Fig. 1: routed metal, one colour a layer
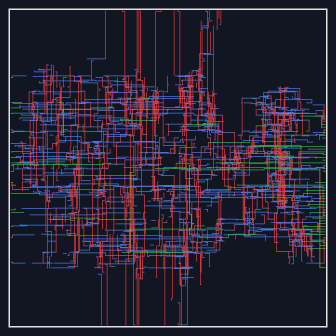
Fig. 2: clock distribution
Scale bar: 50 um.
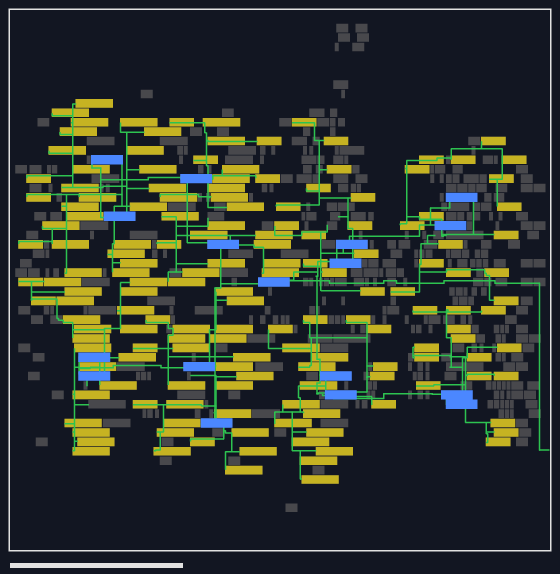
Fig. 3: I/O nets highlighted
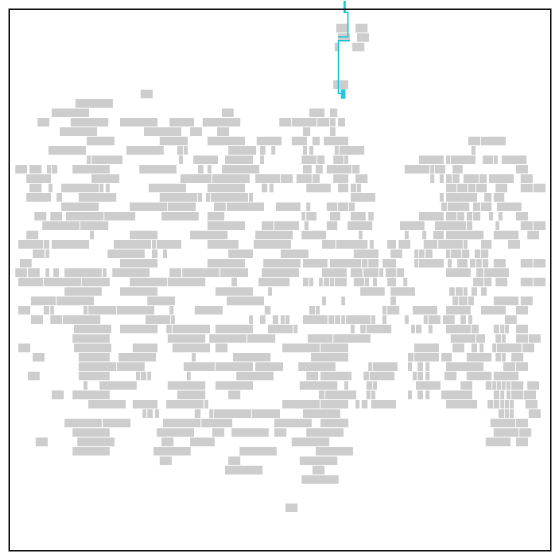
Fig. 4: clock nets
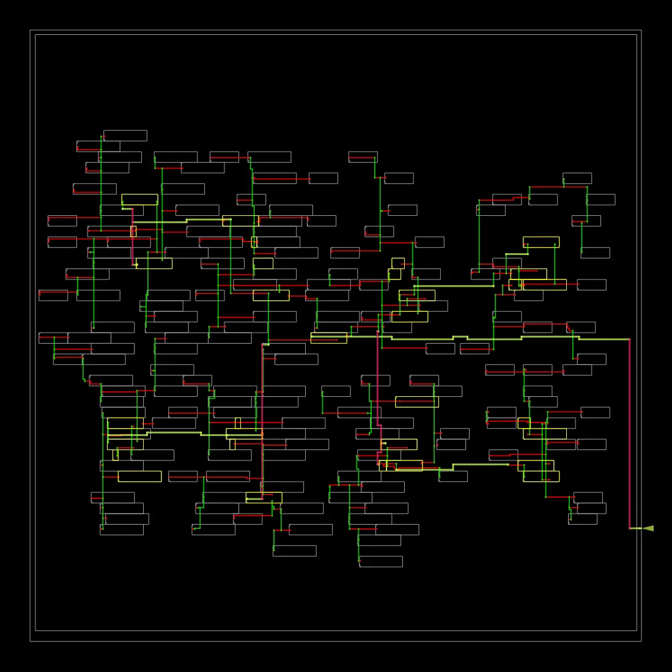
Fig. 5: selected gate families
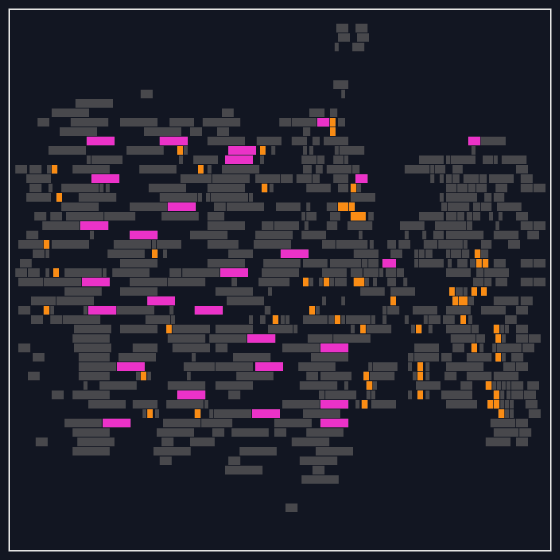
$ cat src/rtl/pes_alu_pkg.sv
// Shared definitions for the ALU command sequencer.
//   - ALU opcode constants
//   - sequencer FSM state encoding
//   - command FIFO depth and the tag-less command payload struct
package pes_alu_pkg;

  localparam logic [2:0] ALU_ADD  = 3'd0;
  localparam logic [2:0] ALU_SUB  = 3'd1;
  localparam logic [2:0] ALU_NOT  = 3'd2;
  localparam logic [2:0] ALU_NAND = 3'd3;
  localparam logic [2:0] ALU_NOR  = 3'd4;
  localparam logic [2:0] ALU_AND  = 3'd5;
  localparam logic [2:0] ALU_OR   = 3'd6;
  localparam logic [2:0] ALU_XOR  = 3'd7;

  typedef enum logic [1:0] {
    IDLE = 2'd0,
    EXEC = 2'd1,
    RESP = 2'd2
  } seq_state_e;

  localparam int FIFO_DEPTH = 4;

  // Operand/opcode part of a command. The tag width is a module
  // parameter, so it is carried alongside this struct.
  typedef struct packed {
    logic [2:0] op;
    logic [7:0] a;
    logic [7:0] b;
  } alu_cmd_t;

endpackage

$ cat src/rtl/pes_alu_cmd_fifo.sv
// Command FIFO, FIFO_DEPTH entries of W bits, synchronous active-high reset.
// Ports:
//   clk, rst        clock / sync reset
//   push, wdata     write request (ignored when full)
//   pop,  rdata     read request (ignored when empty); rdata shows the head
//   full, empty     status
//   level           number of stored entries, 0..FIFO_DEPTH
// No bypass: an entry written on an edge is visible at the head afterwards.
module pes_alu_cmd_fifo
  import pes_alu_pkg::*;
#(
  parameter int W = 23
) (
  input  logic         clk,
  input  logic         rst,
  input  logic         push,
  input  logic [W-1:0] wdata,
  input  logic         pop,
  output logic [W-1:0] rdata,
  output logic         full,
  output logic         empty,
  output logic [2:0]   level
);

  localparam int PW = $clog2(FIFO_DEPTH);

  logic [W-1:0]  mem [FIFO_DEPTH];
  logic [PW-1:0] wr_ptr, rd_ptr;
  logic          do_push, do_pop;

  assign full    = (level == 3'(FIFO_DEPTH));
  assign empty   = (level == 3'd0);
  assign do_push = push && !full;
  assign do_pop  = pop && !empty;
  assign rdata   = mem[rd_ptr];

  always_ff @(posedge clk) begin
    if (rst) begin
      wr_ptr <= '0;
      rd_ptr <= '0;
      level  <= '0;
    end else begin
      if (do_push) wr_ptr <= wr_ptr + 1'b1;
      if (do_pop)  rd_ptr <= rd_ptr + 1'b1;
      if (do_push && !do_pop)      level <= level + 1'b1;
      else if (!do_push && do_pop) level <= level - 1'b1;
    end
  end

  // Storage needs no reset: reads are gated by level.
  always_ff @(posedge clk) begin
    if (do_push) mem[wr_ptr] <= wdata;
  end

endmodule

$ cat src/rtl/pes_alu_sequencer.sv
// Command-side driver for an 8-bit registered ALU.
// Accepts (op, a, b, tag) commands over valid/ready into a 4-deep FIFO,
// issues one at a time to the ALU, captures R after ALU_LAT cycles and
// returns (R, tag) over valid/ready, strictly in command order.
// Ports:
//   clk, rst                         clock / sync active-high reset
//   cmd_valid/ready/op/a/b/tag       command input handshake
//   alu_a, alu_b, alu_op, alu_r      ALU connection
//   res_valid/ready/data/tag         result output handshake
//   fifo_level                       queued commands 0..4
//   busy                             FSM in EXEC or RESP
//   op_count                         completed result handoffs, wraps
module pes_alu_sequencer
  import pes_alu_pkg::*;
#(
  parameter int TAG_W   = 4,
  parameter int ALU_LAT = 1,
  parameter int CNT_W   = 16
) (
  input  logic             clk,
  input  logic             rst,
  input  logic             cmd_valid,
  output logic             cmd_ready,
  input  logic [2:0]       cmd_op,
  input  logic [7:0]       cmd_a,
  input  logic [7:0]       cmd_b,
  input  logic [TAG_W-1:0] cmd_tag,
  output logic [7:0]       alu_a,
  output logic [7:0]       alu_b,
  output logic [2:0]       alu_op,
  input  logic [7:0]       alu_r,
  output logic             res_valid,
  input  logic             res_ready,
  output logic [7:0]       res_data,
  output logic [TAG_W-1:0] res_tag,
  output logic [2:0]       fifo_level,
  output logic             busy,
  output logic [CNT_W-1:0] op_count
);

  localparam int FW = TAG_W + $bits(alu_cmd_t);
  // Wide enough to hold ALU_LAT with headroom for the compare.
  localparam int LW = $clog2(ALU_LAT + 2);

  seq_state_e       state, state_nxt;
  logic [FW-1:0]    fifo_wdata, fifo_rdata;
  logic             fifo_full, fifo_empty;
  logic             pop, cap, done;
  alu_cmd_t         head;
  logic [TAG_W-1:0] head_tag, held_tag;
  logic [LW-1:0]    cnt;

  assign fifo_wdata         = {cmd_tag, cmd_op, cmd_a, cmd_b};
  assign {head_tag, head}   = fifo_rdata;
  assign cmd_ready          = !fifo_full;
  assign busy               = (state != IDLE);

  pes_alu_cmd_fifo #(.W(FW)) u_fifo (
    .clk   (clk),
    .rst   (rst),
    .push  (cmd_valid),
    .wdata (fifo_wdata),
    .pop   (pop),
    .rdata (fifo_rdata),
    .full  (fifo_full),
    .empty (fifo_empty),
    .level (fifo_level)
  );

  always_ff @(posedge clk) begin
    if (rst) state <= IDLE;
    else     state <= state_nxt;
  end

  always_comb begin
    state_nxt = state;
    pop       = 1'b0;
    cap       = 1'b0;
    done      = 1'b0;
    unique case (state)
      IDLE: begin
        if (!fifo_empty) begin
          pop       = 1'b1;
          state_nxt = EXEC;
        end
      end
      EXEC: begin
        if (cnt == LW'(ALU_LAT)) begin
          cap       = 1'b1;
          state_nxt = RESP;
        end
      end
      RESP: begin
        if (res_valid && res_ready) begin
          done = 1'b1;
          // Back-to-back issue: next command pops on the handoff edge.
          if (!fifo_empty) begin
            pop       = 1'b1;
            state_nxt = EXEC;
          end else begin
            state_nxt = IDLE;
          end
        end
      end
      default: state_nxt = IDLE;
    endcase
  end

  always_ff @(posedge clk) begin
    if (rst) begin
      alu_a     <= '0;
      alu_b     <= '0;
      alu_op    <= '0;
      held_tag  <= '0;
      cnt       <= '0;
      res_valid <= 1'b0;
      res_data  <= '0;
      res_tag   <= '0;
      op_count  <= '0;
    end else begin
      // ALU inputs change only on a pop and are held otherwise.
      if (pop) begin
        alu_a    <= head.a;
        alu_b    <= head.b;
        alu_op   <= head.op;
        held_tag <= head_tag;
        cnt      <= '0;
      end else if (state == EXEC) begin
        cnt <= cnt + 1'b1;
      end
      if (cap) begin
        res_data  <= alu_r;
        res_tag   <= held_tag;
        res_valid <= 1'b1;
      end
      if (done) begin
        res_valid <= 1'b0;
        op_count  <= op_count + 1'b1;
      end
    end
  end

endmodule

$ cat config.mk
export PLATFORM = sky130hd
export DESIGN_NAME = pes_alu_sequencer
export DESIGN_NICKNAME = d
export VERILOG_FILES = /design/src/rtl/pes_alu_pkg.sv /design/src/rtl/pes_alu_cmd_fifo.sv /design/src/rtl/pes_alu_sequencer.sv
export SDC_FILE = /design/constraint.sdc
export NUM_CORES = 1
export LEC_CHECK = 0
export ABC_CLOCK_PERIOD_IN_PS = 8000
export CAP_MARGIN = 0
export CORE_UTILIZATION = 25
export DETAILED_ROUTE_END_ITERATION = 10
export GPL_TIMING_DRIVEN = 0
export HOLD_SLACK_MARGIN = 0.02
export PLACE_DENSITY = 0.53
export SYNTH_ARGS = -nofsm -noshare
export SYNTH_HDL_FRONTEND = slang
export SYNTH_HIERARCHICAL = 1
export SYNTH_SLANG_ARGS = --single-unit
$ cat constraint.sdc
create_clock -name clk -period 8 [get_ports clk]
set_input_delay 0.8 -clock clk [delete_from_list [all_inputs] [get_ports clk]]
set_output_delay 0.8 -clock clk [all_outputs]
set_load 0.01 [all_outputs]
==> impl_metrics.json <==
{
  "status": "complete, no violations",
  "hold_buffers": 0,
  "grt-ovfl-total": 0,
  "ff_type": "edfxtp_1",
  "crit_chain": "clkdlybuf4s50_1, nand2_1, a211o_1, clkinv_1, buf_2, o31ai_2, ha_1, inv_1, fa_1, xor2_1, or3_1, a21oi_1",
  "fillers": 2306,
  "p_leak_nw": 2.58,
  "topCellsByArea": "edfxtp_1 46%, dfxtp_1 22%, mux4_2 8.7%",
  "period_used_pct": 41.0,
  "slew_headroom_pct": 10.1,
  "synth_top_area_share_pct": 46.5,
  "vias_per_cell": 4.27,
  "die_y_um": 156,
  "edf_count": 92,
  "hpwl_mm": 8.79,
  "rsz0062_at_grt": "false",
  "slew_viol_final": 0,
  "drc_errors": 0,
  "ir_worst_vdd_v": 0.000138,
  "critPathCaptureType": "flip-flop",
  "combGateArea_um2": 1730,
  "syn_inst": 424,
  "max_stage_delay_ns": 0.45,
  "gp_congestion": 0.774,
  "critPathLaunchType": "primary input",
  "ctsResizeCount": 0,
  "initCoreUtil_pct": 25.4,
  "drive_gt1_share_pct": 12.5,
  "syn_area_per_cell_um2": 14.0,
  "htree_num_levels": 4,
  "vias": 3677,
  "total_power_mw": 2.48,
  "largest_area_cell": "edfxtp_1",
  "finalSetupViolations": 0,
  "cts-root-buf": "clkbuf_16",
  "area_growth_pct": 31.8,
  "critPathSlowestCell": "clkdlybuf4s50_1",
  "ant_nets": 0,
  "rows": 56,
  "yosys.stat.chipArea_um2": 5950,
  "wl_mm": 13.2,
  "path_max_fanout": 11,
  "clk_path_buf_depth": 2,
  "p_per_area_nw_per_um2": 316,
  "layout.nets": 573,
  "criticalPathCategory": "in -> reg",
  "yosys_cells": 424,
  "port_buffers": 87,
  "ys_seq_share_pct": 68.4,
  "dieArea_um2": 24400,
  "post-route-min-period_ns": 3.28,
  "final_hold_viol_count": 0,
  "yosys_warnings": 6,
  "synth_area_um2": 5950,
  "cts_setup_buffers": 0,
  "required_ns": 8.34,
  "diodes": 0,
  "synthDistinctLibCells": 42,
  "maxCapViolations": 0,
  "grt_pass1_vias": 3709,
  "io_pins": 88,
  "detail_route.wl_per_cell_um": 15.3,
  "crit_arrival_ns": 3.62,
  "seq_area_um2": 4060,
  "cts_tree": "done",
  "die_x_um": 156,
  "worst_pin_slew_ns": 1.35,
  "drt_iter0_markers": 178,
  "firstDrtPassIters": 4,
  "grt_pass1_wl_mm": 20.3,
  "async_flop_share_pct": 0,
  "ys.flops": 157,
  "holdCritPathClass": "reg -> reg",
  "groute.usage.overall_pct": 11.4,
  "fp_nets": 467,
  "tns_ns": 0,
  "coreArea_um2": 23400,
  "cts.clk_slew.worst_paths_ns": 0.06,
  "grt_antenna_before_repair": 0,
  "timing.fmax_ghz": 0.305,
  "tool_warnings": 29,
  "grt_start_max_net_pins": 24
}
## Picture notes: Fig. 1
[blue] metal 1 | wire length: 5790 um
[orange] metal 4 | wire length: 138 um
[green] metal 3 | wire length: 868 um
[red] metal 2 | wire length: 6400 um

## Picture notes: Fig. 2
[green] clock wires | length: 1920 um
[blue] clock drivers | count: 17
[yellow] flip-flops | count: 157
routed clock nets: 18

## Picture notes: Fig. 3
[cyan] cmd_valid | bits: 1 | direction: input | edge: north | end cells: 1 | buffers: 1 | wire: 30.9 um

## Picture notes: Fig. 4
clk pwr: 0.844 mW
clock latency on the worst-skew pair: 0.42 ns
CTS sink cnt: 157
Num CTS Buffers: 17
Clock Skews: 0.00878 ns

## Picture notes: Fig. 5
[orange] inverting AOI/OAI gates | cells: 53
[magenta] multiplexers | cells: 27
logic share of the area: 22.1%
post-route insts no fill: 862
most numerous logic cell after layout: edfxtp_1

worst max-delay path, delay by kind of cell:
family / cells / cell delay [ns]
AOI/OAI and AO/OA: 3 / 0.52
xor gates and xnor gates: 1 / 0.17
adders and majority gates: 2 / 0.63
buffers and inverters: 4 / 1.05
and+or+nand+nor: 2 / 0.44
cells in the mapped netlist, types with 2 or more instances:
cell / instances
a21oi_1: 43
and2_1: 7
and4_1: 3
buf_12: 2
buf_2: 7
clkbuf_1: 9
dfxtp_1: 65
edfxtp_1: 92
ha_1: 7
inv_1: 7
mux2i_1: 3
mux4_2: 23
nand2_1: 75
nand2b_1: 2
nand3_1: 4
nand4_1: 6
nor2_1: 19
nor3_1: 3
o21ai_0: 6
or3_1: 6
xnor2_1: 2
xor2_1: 13
state kept, by name, indices dropped and copies added (netlist names), 3 cells and up, named ones only:
register and cells:
alu_a 8, alu_b 8, alu_op 3, held_tag 4, op_count 16, res_data 8
res_tag 4, u_fifo/level 3, u_fifo/mem 92
power breakdown:
group,internal [mW],switching (mW),total [mW]
Sequential,0.975,0.0628,1.04
Clock,0.533,0.311,0.844
Combinational,0.292,0.304,0.596
Total,1.80,0.677,2.48
path summary, 6_finish.rpt:
check / slack (ns) / from / endpoint / depth (start not counted)
min reg2reg: 0.45 / alu_b[7] / alu_b[7] / 2
max reg2reg: 4.90 / u_fifo/level[0] / u_fifo/level[2] / 11
max: 4.72 / res_ready / u_fifo/level[2] / 12
min: 0.45 / alu_b[7] / alu_b[7] / 2
metal layers:
layer | part of all wire [%] | wire (um) | up-vias | global-route usage (%)
met1 | 44 | 5790 | 1804 | 13.6
met3 | 6.6 | 868 | 11 | 3.38
li1 | - | - | 1756 | -
met5 | 0 | 0 | - | 0
met2 | 49 | 6400 | 106 | 19.2
met4 | 1.0 | 137 | 0 | 4.11
layout make-up:
type	instances	share of cell area, %
clock buffers	23	5.84
plain buffers	20	1.58
repair buffers	87	11.1
inverters	8	0.383
clock inverters	9	2.04
flip-flops and latches	157	51.9
multi-input cells	239	22.1
well taps	319	5.09
per-stage QoR:
stage	worst slack (ns)	instance area, um2	hold WS, ns	utilization (%)	std cells
finish	4.72	7840	0.454	33.5	862
global route	4.56	7840	0.471	33.5	862
CTS	4.74	7830	0.455	33.5	862
detailed placement	4.31	7220	0.446	30.8	830
global placement	4.38	7220	0.443	30.8	830
floorplan	5.20	5950	0.432	-	424
kinds of logic after synthesis:
logic type	share of synthesized area (%)
multiplexers	9.41
adder cells (fa/ha/maj)	1.81
AND-OR/OR-AND	5.07
flip-flops	68.4
buffers and inverters	2.59
AND/OR/NAND/NOR	10.6
XOR/XNOR	2.21
layout by cell type (no fill, tap or decap), types with 7 or more instances in the layout:
master	n
clkbuf_1	14
mux4_2	23
edfxtp_1	92
buf_2	7
ha_1	7
dfxtp_1	65
xor2_1	13
clkdlybuf4s50_1	87
nor2_1	19
nand2_1	75
inv_1	7
clkbuf_16	17
a21oi_1	43
Power is estimated from default activity; no workload was simulated.
